Figure 1. Nets reached from selected ports.
(2 px per µm)
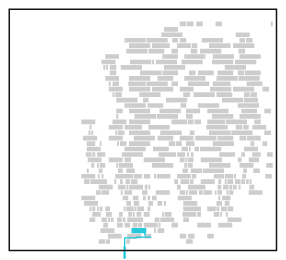
Figure 2. I/O pins on the die edge.
(4 px per µm) Pins as bars across the die edge, other pins in grey.
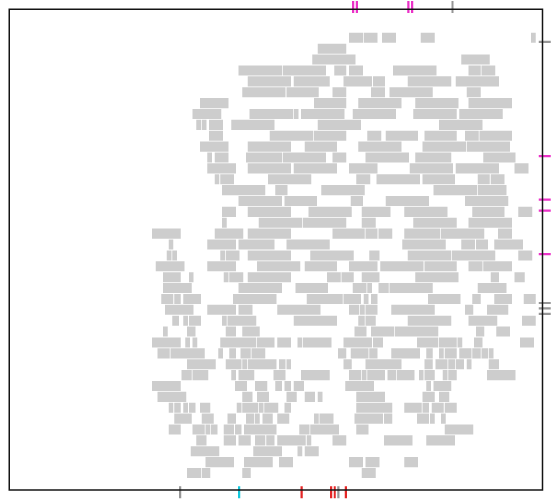
Figure 3. Cell sizes after repair.
(4 px per µm)
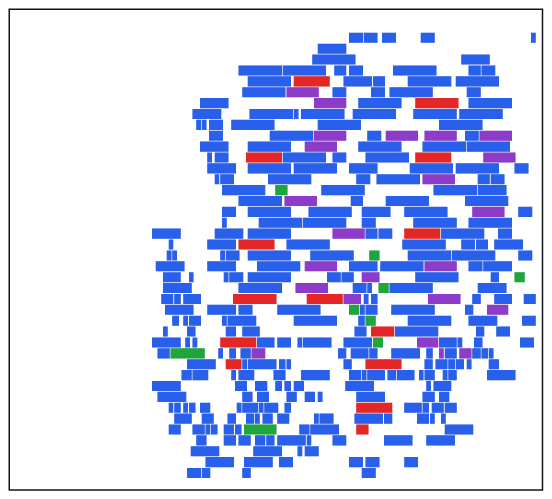
Figure 4. Placement view.
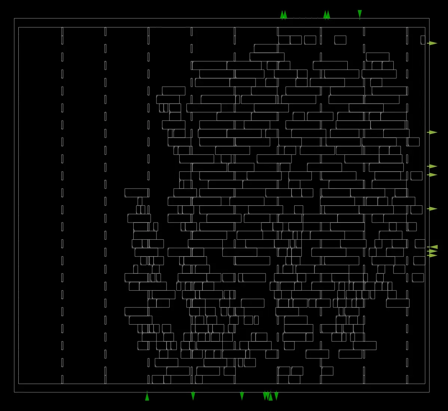
--- config.mk ---
export PLATFORM = sky130hd
export DESIGN_NAME = uart_rx_fifo
export DESIGN_NICKNAME = d
export VERILOG_FILES = /design/src/rtl/uart_rx_fifo_pkg.sv /design/src/rtl/uart_rx_fifo_sync_fifo.sv /design/src/rtl/uart_rx_fifo.sv
export SDC_FILE = /design/constraint.sdc
export NUM_CORES = 1
export LEC_CHECK = 0
export CAP_MARGIN = 20
export CORE_ASPECT_RATIO = 0.9
export CORE_UTILIZATION = 30
export DETAILED_ROUTE_END_ITERATION = 8
export SLEW_MARGIN = 20
export SYNTH_ARGS = -nofsm -noshare
export SYNTH_HDL_FRONTEND = slang
export SYNTH_SLANG_ARGS = --single-unit
--- constraint.sdc ---
create_clock -name clk -period 7.34 [get_ports clk]
set_input_delay 1.835 -clock clk [delete_from_list [all_inputs] [get_ports clk]]
set_output_delay 1.835 -clock clk [all_outputs]
set_load 0.02 [all_outputs]
--- src/rtl/uart_rx_fifo_pkg.sv ---
// Shared UART definitions: receiver/transmitter state encoding, frame width,
// and the baud tick divider calculation.
package uart_pkg;

    localparam int DATA_BITS = 8;

    typedef enum logic [2:0] {
        IDLE,
        START,
        DATA,
        PARITY,
        STOP,
        BREAK
    } uart_state_t;

    // Rounded clocks per oversample tick, never below one.
    function automatic int calc_div(input int clk_hz, input int baud, input int oversample);
        int den;
        int q;
        den = baud * oversample;
        q   = (clk_hz + den / 2) / den;
        return (q < 1) ? 1 : q;
    endfunction

endpackage

--- src/rtl/uart_rx_fifo_sync_fifo.sv ---
// Synchronous first-word-fall-through FIFO with a registered head word.
// Reset is synchronous, active-low.
module sync_fifo #(
    parameter int WIDTH = 8,
    parameter int DEPTH = 8
) (
    input  logic                     clk,
    input  logic                     reset,
    input  logic                     i_push,
    input  logic [WIDTH-1:0]         i_data,
    input  logic                     i_pop,
    output logic [WIDTH-1:0]         o_data,
    output logic                     o_full,
    output logic                     o_empty,
    output logic [$clog2(DEPTH):0]   o_count
);

    localparam int PW = $clog2(DEPTH);
    localparam int CW = PW + 1;

    logic [WIDTH-1:0] r_mem [DEPTH];
    logic [PW-1:0]    r_wr_ptr;
    logic [PW-1:0]    r_rd_ptr;
    logic [CW-1:0]    r_count;
    logic [WIDTH-1:0] r_data;

    logic             w_pop;
    logic             w_push;
    logic [PW-1:0]    w_rd_next;
    logic [CW-1:0]    w_left;

    assign o_full    = (r_count == CW'(DEPTH));
    assign o_empty   = (r_count == '0);
    assign o_count   = r_count;
    assign o_data    = r_data;

    // A full FIFO still accepts a push when the head leaves in the same cycle.
    assign w_pop     = i_pop & ~o_empty;
    assign w_push    = i_push & (~o_full | w_pop);
    assign w_rd_next = r_rd_ptr + PW'(w_pop);
    assign w_left    = r_count - CW'(w_pop);

    always_ff @(posedge clk) begin
        if (w_push) begin
            r_mem[r_wr_ptr] <= i_data;
        end
    end

    always_ff @(posedge clk) begin
        if (!reset) begin
            r_wr_ptr <= '0;
            r_rd_ptr <= '0;
            r_count  <= '0;
            r_data   <= '0;
        end else begin
            r_wr_ptr <= r_wr_ptr + PW'(w_push);
            r_rd_ptr <= w_rd_next;
            r_count  <= w_left + CW'(w_push);
            // Head comes from memory unless the incoming word becomes the new head.
            if (w_left != '0) begin
                r_data <= r_mem[w_rd_next];
            end else if (w_push) begin
                r_data <= i_data;
            end
        end
    end

endmodule

--- src/rtl/uart_rx_fifo.sv ---
// Oversampling 8N1 UART receiver feeding a byte FIFO on a valid/ready stream.
// Define UART_RX_PARITY_EN to receive 8E1 frames with parity checking.
module uart_rx_fifo
    import uart_pkg::*;
#(
    parameter int CLK_HZ     = 50000000,
    parameter int BAUD       = 115200,
    parameter int OVERSAMPLE = 16,
    parameter int FIFO_DEPTH = 8
) (
    input  logic                          clk,
    input  logic                          reset,
    input  logic                          rx,
    output logic [7:0]                    m_data,
    output logic                          m_valid,
    input  logic                          m_ready,
    output logic                          frame_err,
    output logic                          overflow,
    output logic                          parity_err,
    output logic [$clog2(FIFO_DEPTH):0]   fifo_count
);

    localparam int DIV = calc_div(CLK_HZ, BAUD, OVERSAMPLE);
    localparam int DW  = (DIV > 1) ? $clog2(DIV) : 1;
    localparam int TW  = $clog2(OVERSAMPLE);
    localparam int BW  = $clog2(DATA_BITS);

    logic                 r_rx_meta;
    logic                 r_rx_s;
    logic [DW-1:0]        r_div_cnt;
    logic                 w_tick;

    uart_state_t          r_state;
    uart_state_t          w_state_n;
    logic [TW-1:0]        r_tcnt;
    logic [TW-1:0]        w_tcnt_n;
    logic [BW-1:0]        r_bit;
    logic [BW-1:0]        w_bit_n;
    logic [DATA_BITS-1:0] r_shift;
    logic [DATA_BITS-1:0] w_shift_n;
    logic                 r_push;
    logic                 w_push_n;
    logic                 r_frame_err;
    logic                 w_frame_err_n;
    logic                 r_overflow;
    logic                 w_centre;
    logic                 w_half;

    logic                 w_full;
    logic                 w_empty;
    logic                 w_pop;

`ifdef UART_RX_PARITY_EN
    logic                 r_par_bad;
    logic                 w_par_bad_n;
    logic                 r_parity_err;
    logic                 w_parity_err_n;
`endif

    assign w_tick   = (r_div_cnt == DW'(DIV - 1));
    assign w_centre = (r_tcnt == TW'(OVERSAMPLE - 1));
    assign w_half   = (r_tcnt == TW'(OVERSAMPLE / 2 - 1));

    always_ff @(posedge clk) begin
        if (!reset) begin
            r_rx_meta  <= 1'b1;
            r_rx_s     <= 1'b1;
            r_div_cnt  <= '0;
            r_overflow <= 1'b0;
        end else begin
            r_rx_meta  <= rx;
            r_rx_s     <= r_rx_meta;
            r_div_cnt  <= w_tick ? '0 : r_div_cnt + DW'(1);
            r_overflow <= r_overflow | (r_push & w_full & ~w_pop);
        end
    end

    always_ff @(posedge clk) begin
        if (!reset) begin
            r_state     <= IDLE;
            r_tcnt      <= '0;
            r_bit       <= '0;
            r_shift     <= '0;
            r_push      <= 1'b0;
            r_frame_err <= 1'b0;
`ifdef UART_RX_PARITY_EN
            r_par_bad    <= 1'b0;
            r_parity_err <= 1'b0;
`endif
        end else begin
            r_state     <= w_state_n;
            r_tcnt      <= w_tcnt_n;
            r_bit       <= w_bit_n;
            r_shift     <= w_shift_n;
            r_push      <= w_push_n;
            r_frame_err <= w_frame_err_n;
`ifdef UART_RX_PARITY_EN
            r_par_bad    <= w_par_bad_n;
            r_parity_err <= w_parity_err_n;
`endif
        end
    end

    always_comb begin
        w_state_n     = r_state;
        w_tcnt_n      = r_tcnt;
        w_bit_n       = r_bit;
        w_shift_n     = r_shift;
        w_push_n      = 1'b0;
        w_frame_err_n = 1'b0;
`ifdef UART_RX_PARITY_EN
        w_par_bad_n    = r_par_bad;
        w_parity_err_n = 1'b0;
`endif
        if (w_tick) begin
            case (r_state)
                IDLE: begin
                    if (!r_rx_s) begin
                        w_state_n = START;
                        w_tcnt_n  = '0;
                    end
                end
                START: begin
                    if (w_half) begin
                        w_tcnt_n  = '0;
                        w_bit_n   = '0;
                        w_state_n = r_rx_s ? IDLE : DATA;
                    end else begin
                        w_tcnt_n = r_tcnt + TW'(1);
                    end
                end
                DATA: begin
                    if (w_centre) begin
                        w_tcnt_n  = '0;
                        w_shift_n = {r_rx_s, r_shift[DATA_BITS-1:1]};
                        w_bit_n   = r_bit + BW'(1);
                        if (r_bit == BW'(DATA_BITS - 1)) begin
`ifdef UART_RX_PARITY_EN
                            w_state_n = PARITY;
`else
                            w_state_n = STOP;
`endif
                        end
                    end else begin
                        w_tcnt_n = r_tcnt + TW'(1);
                    end
                end
`ifdef UART_RX_PARITY_EN
                PARITY: begin
                    if (w_centre) begin
                        w_tcnt_n       = '0;
                        w_par_bad_n    = (^r_shift) != r_rx_s;
                        w_parity_err_n = (^r_shift) != r_rx_s;
                        w_state_n      = STOP;
                    end else begin
                        w_tcnt_n = r_tcnt + TW'(1);
                    end
                end
`endif
                STOP: begin
                    if (w_centre) begin
                        w_tcnt_n = '0;
                        if (r_rx_s) begin
`ifdef UART_RX_PARITY_EN
                            w_push_n = ~r_par_bad;
`else
                            w_push_n = 1'b1;
`endif
                            w_state_n = IDLE;
                        end else begin
                            w_frame_err_n = 1'b1;
                            w_state_n     = BREAK;
                        end
                    end else begin
                        w_tcnt_n = r_tcnt + TW'(1);
                    end
                end
                BREAK: begin
                    if (r_rx_s) begin
                        w_state_n = IDLE;
                    end
                end
                default: w_state_n = IDLE;
            endcase
        end
    end

    // The shift register is untouched between the stop sample and the push.
    sync_fifo #(
        .WIDTH (DATA_BITS),
        .DEPTH (FIFO_DEPTH)
    ) u_fifo (
        .clk     (clk),
        .reset   (reset),
        .i_push  (r_push),
        .i_data  (r_shift),
        .i_pop   (w_pop),
        .o_data  (m_data),
        .o_full  (w_full),
        .o_empty (w_empty),
        .o_count (fifo_count)
    );

    assign m_valid   = ~w_empty;
    assign w_pop     = m_valid & m_ready;
    assign frame_err = r_frame_err;
    assign overflow  = r_overflow;
`ifdef UART_RX_PARITY_EN
    assign parity_err = r_parity_err;
`else
    assign parity_err = 1'b0;
`endif

endmodule

==> results.txt <==
Results of the flow run.

The run finished with clean final reports. The data arrival time reported for the critical path is ~4.3 ns. All stages included, the depth of the critical timing path comes to 8. The fraction of the mapped netlist area in adder cells stands at 0.0351. The post-detailed-route via-to-cell ratio stands at around 4.8. Of all cell types, the one taking the most synthesized area is sky130_fd_sc_hd__edfxtp_1. The synthesized netlist has a Yosys-reported chip area of ~4600 µm². The root buffer cell chosen for the clock tree is sky130_fd_sc_hd__clkbuf_16. The synthesized netlist contains roughly 53 unique library cells. TritonCTS built the clock tree. The worst setup path is of the in2reg kind. On the critical path, the stage with the largest delay is an instance of sky130_fd_sc_hd__or4_1. The post-route minimum period stands at a little over 4 ns. The final tally of setup violations stands at 0. Sorting the synthesized cells by area gives the leading types as sky130_fd_sc_hd__edfxtp_1 (42%), sky130_fd_sc_hd__dfxtp_1 (20%), sky130_fd_sc_hd__mux4_2 (7.8%).

The height of the die stands at roughly 120 µm. The cell area after synthesis stands at 4630 µm². Fill cells in the final layout number 1426. After synthesis, the share of flip-flops with an asynchronous set or reset is 0. The setup skew after layout stands at around 0.014 ns. The register with the most flip-flops in the layout has ~64 of them. The DRC violation total left in the routed layout is recorded as 0. At the later pin of the worst-skew pair, clock insertion delay measures approximately 0.35 ns. The detail route stage leaves a number of antenna-violating nets equal to 0. The design draws 1.82 mW. Looking at the reg2reg group, the worst path starts from u_fifo.o_count[2].

Setup slack on the critical path of the routed design comes to 3.29 ns. The sequential cell area fraction in the yosys report stands at 0.614. Of the combinational cells, the family taking the most area is multiplexers. The worst setup path is launched from an input port. The run reported a max-capacitance violation count of 0. Ranked by flip-flop count, first place goes to u_fifo.r_mem. For this run the aggregate overflow at the end of global routing stands at 0. The number of antenna violations at the first check in global routing was 0. For reference, the final report shows the hold violation count at 0. The worst VDD IR drop from the latest analysis is ~0.29 mV. The cell-mix breakdown from Yosys lists the XOR/XNOR area share as 0.0208. The worst setup path is captured at a register.

The final hold slack stands at roughly 0.41 ns. Per the post-run analysis, buffers plus inverters along the critical path come to 2. The area fraction of the largest cell type after synthesis is 0.415. The and-or/or-and share of the synthesized area stands at 0.0584. STA on the placed design reports a worst setup slack of between 2 and 3 ns.

The worst hold path begins at r_rx_meta. Entering global routing, the biggest net connects 21 pins. Setup repair after global routing left no endpoint under its margin. On the critical path the largest part of the delay comes from simple AND/OR/NAND/NOR gates. The first-pass iteration count of the detailed router stands at 4. For this design the top-level I/O count stands at 20. The Yosys step of the flow raised 0 warnings.

Synthesis produced 320 cells. The standby leakage power stands at between 1.5 and 2 nW. The final count of pins violating max slew stands at 0. The non-filler instance count after layout stands at 544.

The most common logic cell in the final layout is sky130_fd_sc_hd__edfxtp_1. The highest clock rate this design can be run at is between 200 and 250 MHz. The maximum root-to-sink buffer count stands at 2. The layout stage reports a final design area of approximately 5400 µm². On the worst path, the slowest cell contributes a delay of ~0.54 ns. The count of flip-flops with a built-in enable after synthesis stands at roughly 64.

The total clock buffers created by CTS stands at 9. The placed instance count stands at between 500 and 600. Once placement finished, the instance area stood at 5030 µm².

For this run, the leading register cell type out of synthesis is sky130_fd_sc_hd__edfxtp_1. The most critical setup path has its startpoint at m_ready. The global routing report lists combined usage of all routing layers as 0.121. Per the repair_timing log after CTS, setup buffers inserted total 0. The number of global-route vias before repair stands at 2601. The routed length per placed instance stands at about 16 µm.

Per the final layout report, the fraction of cells sized above drive strength 1 comes to 0.133. The first-pass GRT wire length stands at approximately 14 mm. The overall die size recorded for this design is ~16000 µm². The number of antenna diodes in the final layout is 0. The power per cell area stands at around 340 nW/µm². The number of gates given a new drive strength after cts stands at 0. The OpenROAD report gives the critical path a required time of approximately 7.6 ns. The cts-stage hold buffer count stands at 0.

The CTS clock-pin slew for the worst setup and hold paths stands at approximately 0.08 ns. According to the timing report, the critical path is captured at u_fifo.o_data[6]. The number of clock sinks seen by CTS stands at around 110.

The yosys cell count stands at ~320. Along the worst hold path, the cell count comes to 1. Summed over all failing endpoints, the final setup total negative slack is 0 ns. According to the finish report, the design has a final net count of 358.

In this run the critical register-to-register path is captured at u_fifo.o_data[6].
Notes on Figure 1 above:
port	colour	bits	direction	end cells	wire
frame_err	cyan	1	output	1	21.4 µm

Notes on Figure 2 above:
port	colour	pins	direction	edge
fifo_count	red	4	output	bottom
frame_err	cyan	1	output	bottom
m_data	magenta	8	output	4 top, 4 right
all pins by edge	8 right, 7 bottom, 5 top

Notes on Figure 3 above:
size	colour	cells	most used
_0 and _1 cells	blue	300	edfxtp_1
_2 cells	purple	23	mux4_2
_6 and larger	red	14	clkbuf_16
_3 and _4 cells	green	9	buf_4

Notes on Figure 4 above:
Seq cells: 110
placeable core region: 14900 µm²

==> layout make-up <==
cell class                 count  area, µm²  share of cell area
multi-input combinational    185       1670               0.312
timing repair buffer          24        225              0.0420
sequential                   110       2840               0.530
inverter                      11       41.3             0.00770
tap                          198        248              0.0462
clock inverter                 6        105              0.0196
clock buffer                  10        229              0.0427
==> logic make-up after synthesis <==
logic type      Yosys count
compound gates           31
xor+xnor                 11
fa+ha+maj                13
buf+inv                  25
flops                   110
mux                      43
other cells               1
simple gates             86
==> synthesized netlist by cell type, types with 3 or more instances <==
cell type,number
sky130_fd_sc_hd__edfxtp_1,64
sky130_fd_sc_hd__dfxtp_1,46
sky130_fd_sc_hd__mux2i_1,27
sky130_fd_sc_hd__nor2_1,24
sky130_fd_sc_hd__mux4_2,16
sky130_fd_sc_hd__ha_1,13
sky130_fd_sc_hd__inv_1,9
sky130_fd_sc_hd__nand2_1,9
sky130_fd_sc_hd__and2_1,8
sky130_fd_sc_hd__nand3_1,8
sky130_fd_sc_hd__o32ai_1,8
sky130_fd_sc_hd__clkbuf_1,6
sky130_fd_sc_hd__xnor2_1,6
sky130_fd_sc_hd__nor3_1,5
sky130_fd_sc_hd__nor4b_1,5
sky130_fd_sc_hd__xor2_1,5
sky130_fd_sc_hd__buf_2,4
sky130_fd_sc_hd__nand2b_1,4
sky130_fd_sc_hd__nor3b_1,4
sky130_fd_sc_hd__o21a_1,4
sky130_fd_sc_hd__a21oi_1,3
sky130_fd_sc_hd__nand3b_1,3
==> power breakdown <==
part / switching (mW) / internal [mW]
logic: 0.296 / 0.280
clock network: 0.227 / 0.307
registers: 0.0297 / 0.679
total: 0.552 / 1.26
==> routing by layer <==
layer	GRT usage	part of all wire
met1	0.156	0.46
met2	0.198	0.48
met4	0.0560	0.0088
met5	0	0
met3	0.0220	0.051
No activity file was given, so power comes from the tool's default toggle rates.
